Figure 1. Cells colored by class.
Scale bar: 50 um.
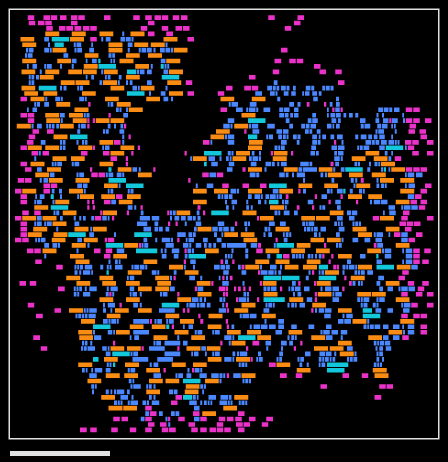
Figure 2. Routing congestion.
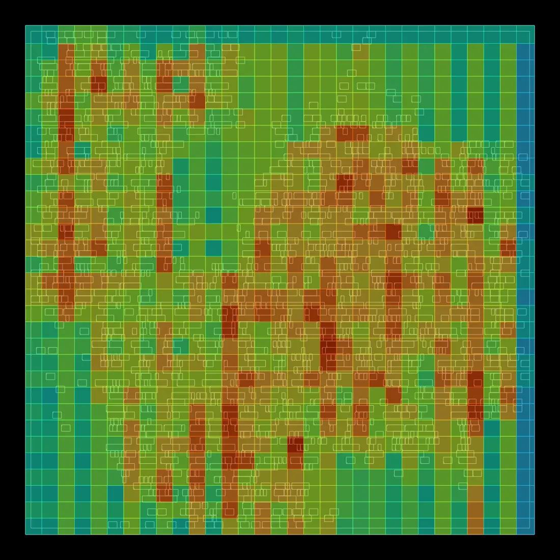
Figure 3. Supply network.
Pins as bars on the die edge. Tap cells in gray.
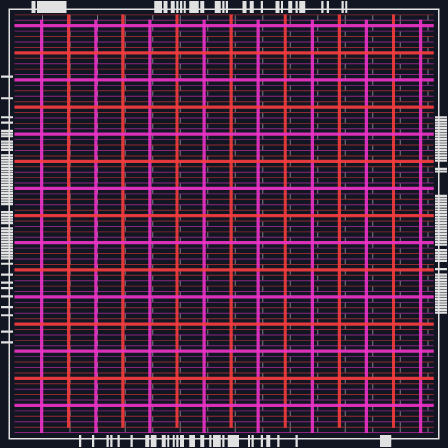
===== src/rtl/mem_ctrl.sv =====
// rtl/mem_ctrl.sv - data/fetch port responder serialising accesses onto a byte-wide RAM/IO bus
module mem_ctrl #(
    parameter logic [1:0] IO_ADDR_HI  = 2'b11,
    parameter int         FETCH_BYTES = 4
) (
    input  logic        clk,
    input  logic        rst,
    input  logic        ena,
    input  logic        in_rollback,
    input  logic        in_mem_ena,
    input  logic        in_mem_iswrite,
    input  logic [2:0]  in_mem_size,
    input  logic [31:0] in_mem_addr,
    input  logic [31:0] in_mem_write_data,
    output logic        out_mem_ready,
    output logic [31:0] out_mem_read_data,
    input  logic        in_fetch_ena,
    input  logic [31:0] in_fetch_addr,
    output logic        out_fetch_ready,
    output logic [31:0] out_fetch_inst,
    input  logic [7:0]  in_ram_din,
    input  logic        in_io_buffer_full,
    output logic [31:0] out_ram_addr,
    output logic        out_ram_wr,
    output logic [7:0]  out_ram_dout
);

    localparam logic [1:0] S_IDLE  = 2'd0;
    localparam logic [1:0] S_READ  = 2'd1;
    localparam logic [1:0] S_WRITE = 2'd2;
    localparam logic [1:0] S_DONE  = 2'd3;

    localparam logic [1:0] FETCH_LAST = (FETCH_BYTES == 1) ? 2'd0 :
                                        (FETCH_BYTES == 2) ? 2'd1 : 2'd3;

    // Index of the last byte; anything other than 1 or 2 bytes is a word.
    function automatic logic [1:0] f_last(input logic [2:0] size);
        case (size)
            3'd1:    f_last = 2'd0;
            3'd2:    f_last = 2'd1;
            default: f_last = 2'd3;
        endcase
    endfunction

    logic [1:0]  r_state;
    logic [1:0]  r_cnt;
    logic [1:0]  r_last;
    logic [31:0] r_addr;
    logic [31:0] r_wdata;
    logic [31:0] r_rdata;
    logic        r_is_fetch;

    logic        r_dp;
    logic        r_dp_wr;
    logic [1:0]  r_dp_last;
    logic [31:0] r_dp_addr;
    logic [31:0] r_dp_data;
    logic        r_fp;
    logic [31:0] r_fp_addr;

    logic        r_mem_ready;
    logic [31:0] r_mem_rdata;
    logic        r_fetch_ready;
    logic [31:0] r_fetch_inst;

    logic        w_req_d;
    logic        w_req_f;
    logic        w_d_valid;
    logic        w_d_wr;
    logic [1:0]  w_d_last;
    logic [31:0] w_d_addr;
    logic [31:0] w_d_data;
    logic        w_f_valid;
    logic [31:0] w_f_addr;
    logic        w_arb;
    logic        w_accept_d;
    logic        w_accept_f;
    logic        w_stall;
    logic [31:0] w_wshift;

    // A live pulse competes in arbitration on the same edge it is latched.
    assign w_req_d    = in_mem_ena & ~in_rollback;
    assign w_req_f    = in_fetch_ena & ~in_rollback;
    assign w_d_valid  = r_dp | w_req_d;
    assign w_d_wr     = r_dp ? r_dp_wr   : in_mem_iswrite;
    assign w_d_last   = r_dp ? r_dp_last : f_last(in_mem_size);
    assign w_d_addr   = r_dp ? r_dp_addr : in_mem_addr;
    assign w_d_data   = r_dp ? r_dp_data : in_mem_write_data;
    assign w_f_valid  = r_fp | w_req_f;
    assign w_f_addr   = r_fp ? r_fp_addr : in_fetch_addr;
    assign w_arb      = ((r_state == S_IDLE) | (r_state == S_DONE)) & ~in_rollback;
    assign w_accept_d = w_arb & w_d_valid;
    assign w_accept_f = w_arb & ~w_d_valid & w_f_valid;

    assign w_stall  = (r_state == S_WRITE) & (r_addr[17:16] == IO_ADDR_HI) & in_io_buffer_full;
    assign w_wshift = r_wdata >> {r_cnt, 3'b000};

    assign out_ram_addr      = ((r_state == S_READ) | (r_state == S_WRITE)) ? (r_addr + {30'd0, r_cnt}) : 32'd0;
    assign out_ram_wr        = (r_state == S_WRITE) & ~w_stall;
    assign out_ram_dout      = out_ram_wr ? w_wshift[7:0] : 8'h00;
    assign out_mem_ready     = r_mem_ready;
    assign out_mem_read_data = r_mem_rdata;
    assign out_fetch_ready   = r_fetch_ready;
    assign out_fetch_inst    = r_fetch_inst;

    always_ff @(posedge clk) begin
        if (rst) begin
            r_state       <= S_IDLE;
            r_cnt         <= 2'd0;
            r_last        <= 2'd0;
            r_addr        <= 32'd0;
            r_wdata       <= 32'd0;
            r_rdata       <= 32'd0;
            r_is_fetch    <= 1'b0;
            r_dp          <= 1'b0;
            r_dp_wr       <= 1'b0;
            r_dp_last     <= 2'd0;
            r_dp_addr     <= 32'd0;
            r_dp_data     <= 32'd0;
            r_fp          <= 1'b0;
            r_fp_addr     <= 32'd0;
            r_mem_ready   <= 1'b0;
            r_mem_rdata   <= 32'd0;
            r_fetch_ready <= 1'b0;
            r_fetch_inst  <= 32'd0;
        end else if (ena) begin
            r_mem_ready   <= 1'b0;
            r_mem_rdata   <= 32'd0;
            r_fetch_ready <= 1'b0;
            r_fetch_inst  <= 32'd0;

            // Rollback drops speculative loads and fetches; stores are architectural.
            if (in_rollback) begin
                if (!r_dp_wr) r_dp <= 1'b0;
                r_fp <= 1'b0;
            end else begin
                if (w_accept_d) begin
                    r_dp <= 1'b0;
                end else if (in_mem_ena && !r_dp) begin
                    r_dp      <= 1'b1;
                    r_dp_wr   <= in_mem_iswrite;
                    r_dp_last <= f_last(in_mem_size);
                    r_dp_addr <= in_mem_addr;
                    r_dp_data <= in_mem_write_data;
                end
                if (w_accept_f) begin
                    r_fp <= 1'b0;
                end else if (in_fetch_ena && !r_fp) begin
                    r_fp      <= 1'b1;
                    r_fp_addr <= in_fetch_addr;
                end
            end

            case (r_state)
                S_IDLE, S_DONE: begin
                    if (r_state == S_DONE && !in_rollback) begin
                        if (r_is_fetch) begin
                            r_fetch_ready <= 1'b1;
                            r_fetch_inst  <= r_rdata;
                        end else begin
                            r_mem_ready <= 1'b1;
                            r_mem_rdata <= r_rdata;
                        end
                    end
                    r_cnt   <= 2'd0;
                    r_rdata <= 32'd0;
                    if (w_accept_d) begin
                        r_addr     <= w_d_addr;
                        r_wdata    <= w_d_data;
                        r_last     <= w_d_last;
                        r_is_fetch <= 1'b0;
                        r_state    <= w_d_wr ? S_WRITE : S_READ;
                    end else if (w_accept_f) begin
                        r_addr     <= w_f_addr;
                        r_wdata    <= 32'd0;
                        r_last     <= FETCH_LAST;
                        r_is_fetch <= 1'b1;
                        r_state    <= S_READ;
                    end else begin
                        r_state <= S_IDLE;
                    end
                end
                S_READ: begin
                    if (in_rollback) begin
                        r_state <= S_IDLE;
                    end else begin
                        r_rdata <= r_rdata | ({24'd0, in_ram_din} << {r_cnt, 3'b000});
                        if (r_cnt == r_last) r_state <= S_DONE;
                        else                 r_cnt   <= r_cnt + 2'd1;
                    end
                end
                S_WRITE: begin
                    if (!w_stall) begin
                        if (r_cnt == r_last) begin
                            r_state     <= S_IDLE;
                            r_mem_ready <= 1'b1;
                        end else begin
                            r_cnt <= r_cnt + 2'd1;
                        end
                    end
                end
                default: r_state <= S_IDLE;
            endcase
        end
    end

endmodule

===== config.mk =====
export PLATFORM = sky130hd
export DESIGN_NAME = mem_ctrl
export DESIGN_NICKNAME = d
export VERILOG_FILES = /design/src/rtl/mem_ctrl.sv
export SDC_FILE = /design/constraint.sdc
export NUM_CORES = 1
export LEC_CHECK = 0
export CAP_MARGIN = 0
export CORE_MARGIN = 2
export CORE_UTILIZATION = 27
export DETAILED_ROUTE_END_ITERATION = 10
export GPL_TIMING_DRIVEN = 0
export PLACE_DENSITY = 0.49
export SYNTH_ARGS = -nofsm -noshare
export SYNTH_HDL_FRONTEND = slang
export SYNTH_SLANG_ARGS = --single-unit

===== constraint.sdc =====
create_clock -name clk -period 6.35 [get_ports clk]
set_clock_uncertainty 0.15 [all_clocks]
set_input_delay 0.635 -clock clk [delete_from_list [all_inputs] [get_ports clk]]
set_output_delay 0.635 -clock clk [all_outputs]
set_load 0.01 [all_outputs]

==> results.yml <==
# generated from flow reports
outcome:
  status: "finished clean"
job:
  tool_warnings: 28
layout:
  stdcell_count: 2245
  post-route-util: 0.362
  seq_cells: 270
setup_path:
  worst_setup_path_end_kind: "output port"
  r2r_end: "out_mem_read_data[12]"
  cp.depth: 8
  timing.rr.start: "r_state[0]"
grt:
  grt_max_degree: 16
synthesis:
  mux_share: 0.102
  top_cells_by_count: "dfxtp_1 (270), nor2_1 (185), nand2_1 (177)"
  synth_top_area_share: 0.451
  async_flop_share: 0
  ys_top_cells_by_area: "dfxtp_1 (45%), a21oi_1 (6.3%), a22oi_1 (6.0%)"
  synth_cell_types: 59
final_timing:
  period_minus_slack_ns: 4.37
  setup_viol: 0
routing:
  ant_nets: 0
  wl_per_cell_um: 19.7
worst_hold_path:
  whs_path_depth: 2
  worstHoldStart: "r_dp_data[11]"
power:
  cellInternalPower_mw: 2.99
  power_frac_comb: 0.102
-- Figure 1 (at the start) --
[magenta] remaining buffers and delay cells | cells: 338 | share of their area: 17%
[cyan] clock drivers and dummy loads | cells: 54 | share of their area: 6.8%
[orange] sequential cells | cells: 270 | share of their area: 36%
[blue] combinational and other logic | cells: 990 | share of their area: 40%
Core ar.: 44000 um2
fin area: 15900 um2
num rows: 77

-- Figure 2 (at the start) --
All-Layer GR Usage: 0.187
met1 GRT Util: 0.245

-- Figure 3 (at the start) --
[magenta] VSS
[red] VDD
rows: 77
met4 straps: 15
signal pins: 222
met1 rails: 78
Die X: 215 um
VDD IR-drop max: 0.192 mV
Die Y: 215 um

-- layer usage --
layer | share of wire | GRT usage | up-vias
li1 | - | - | 5425
met1 | 0.44 | 0.245 | 5427
met2 | 0.47 | 0.315 | 327
met3 | 0.068 | 0.0430 | 49
met4 | 0.016 | 0.0343 | 0
met5 | 0 | 0 | -
-- worst min-delay path, stage by stage, from the launching register on --
cell     delay, ns
dfxtp_1       0.30
nand2_1       0.05
a21oi_1       0.05
-- state kept, by name, summed over array words and instances (netlist names) --
register,count
r_last,2
r_cnt,2
r_state,2
out_fetch_ready,1
r_wdata,32
out_mem_read_data,32
r_dp_data,32
r_fp,1
r_rdata,32
r_dp_wr,1
r_dp_last,2
r_dp_addr,32
r_is_fetch,1
out_fetch_inst,32
r_dp,1
r_fp_addr,32
r_addr,32
out_mem_ready,1
Power is estimated from default activity; no workload was simulated.
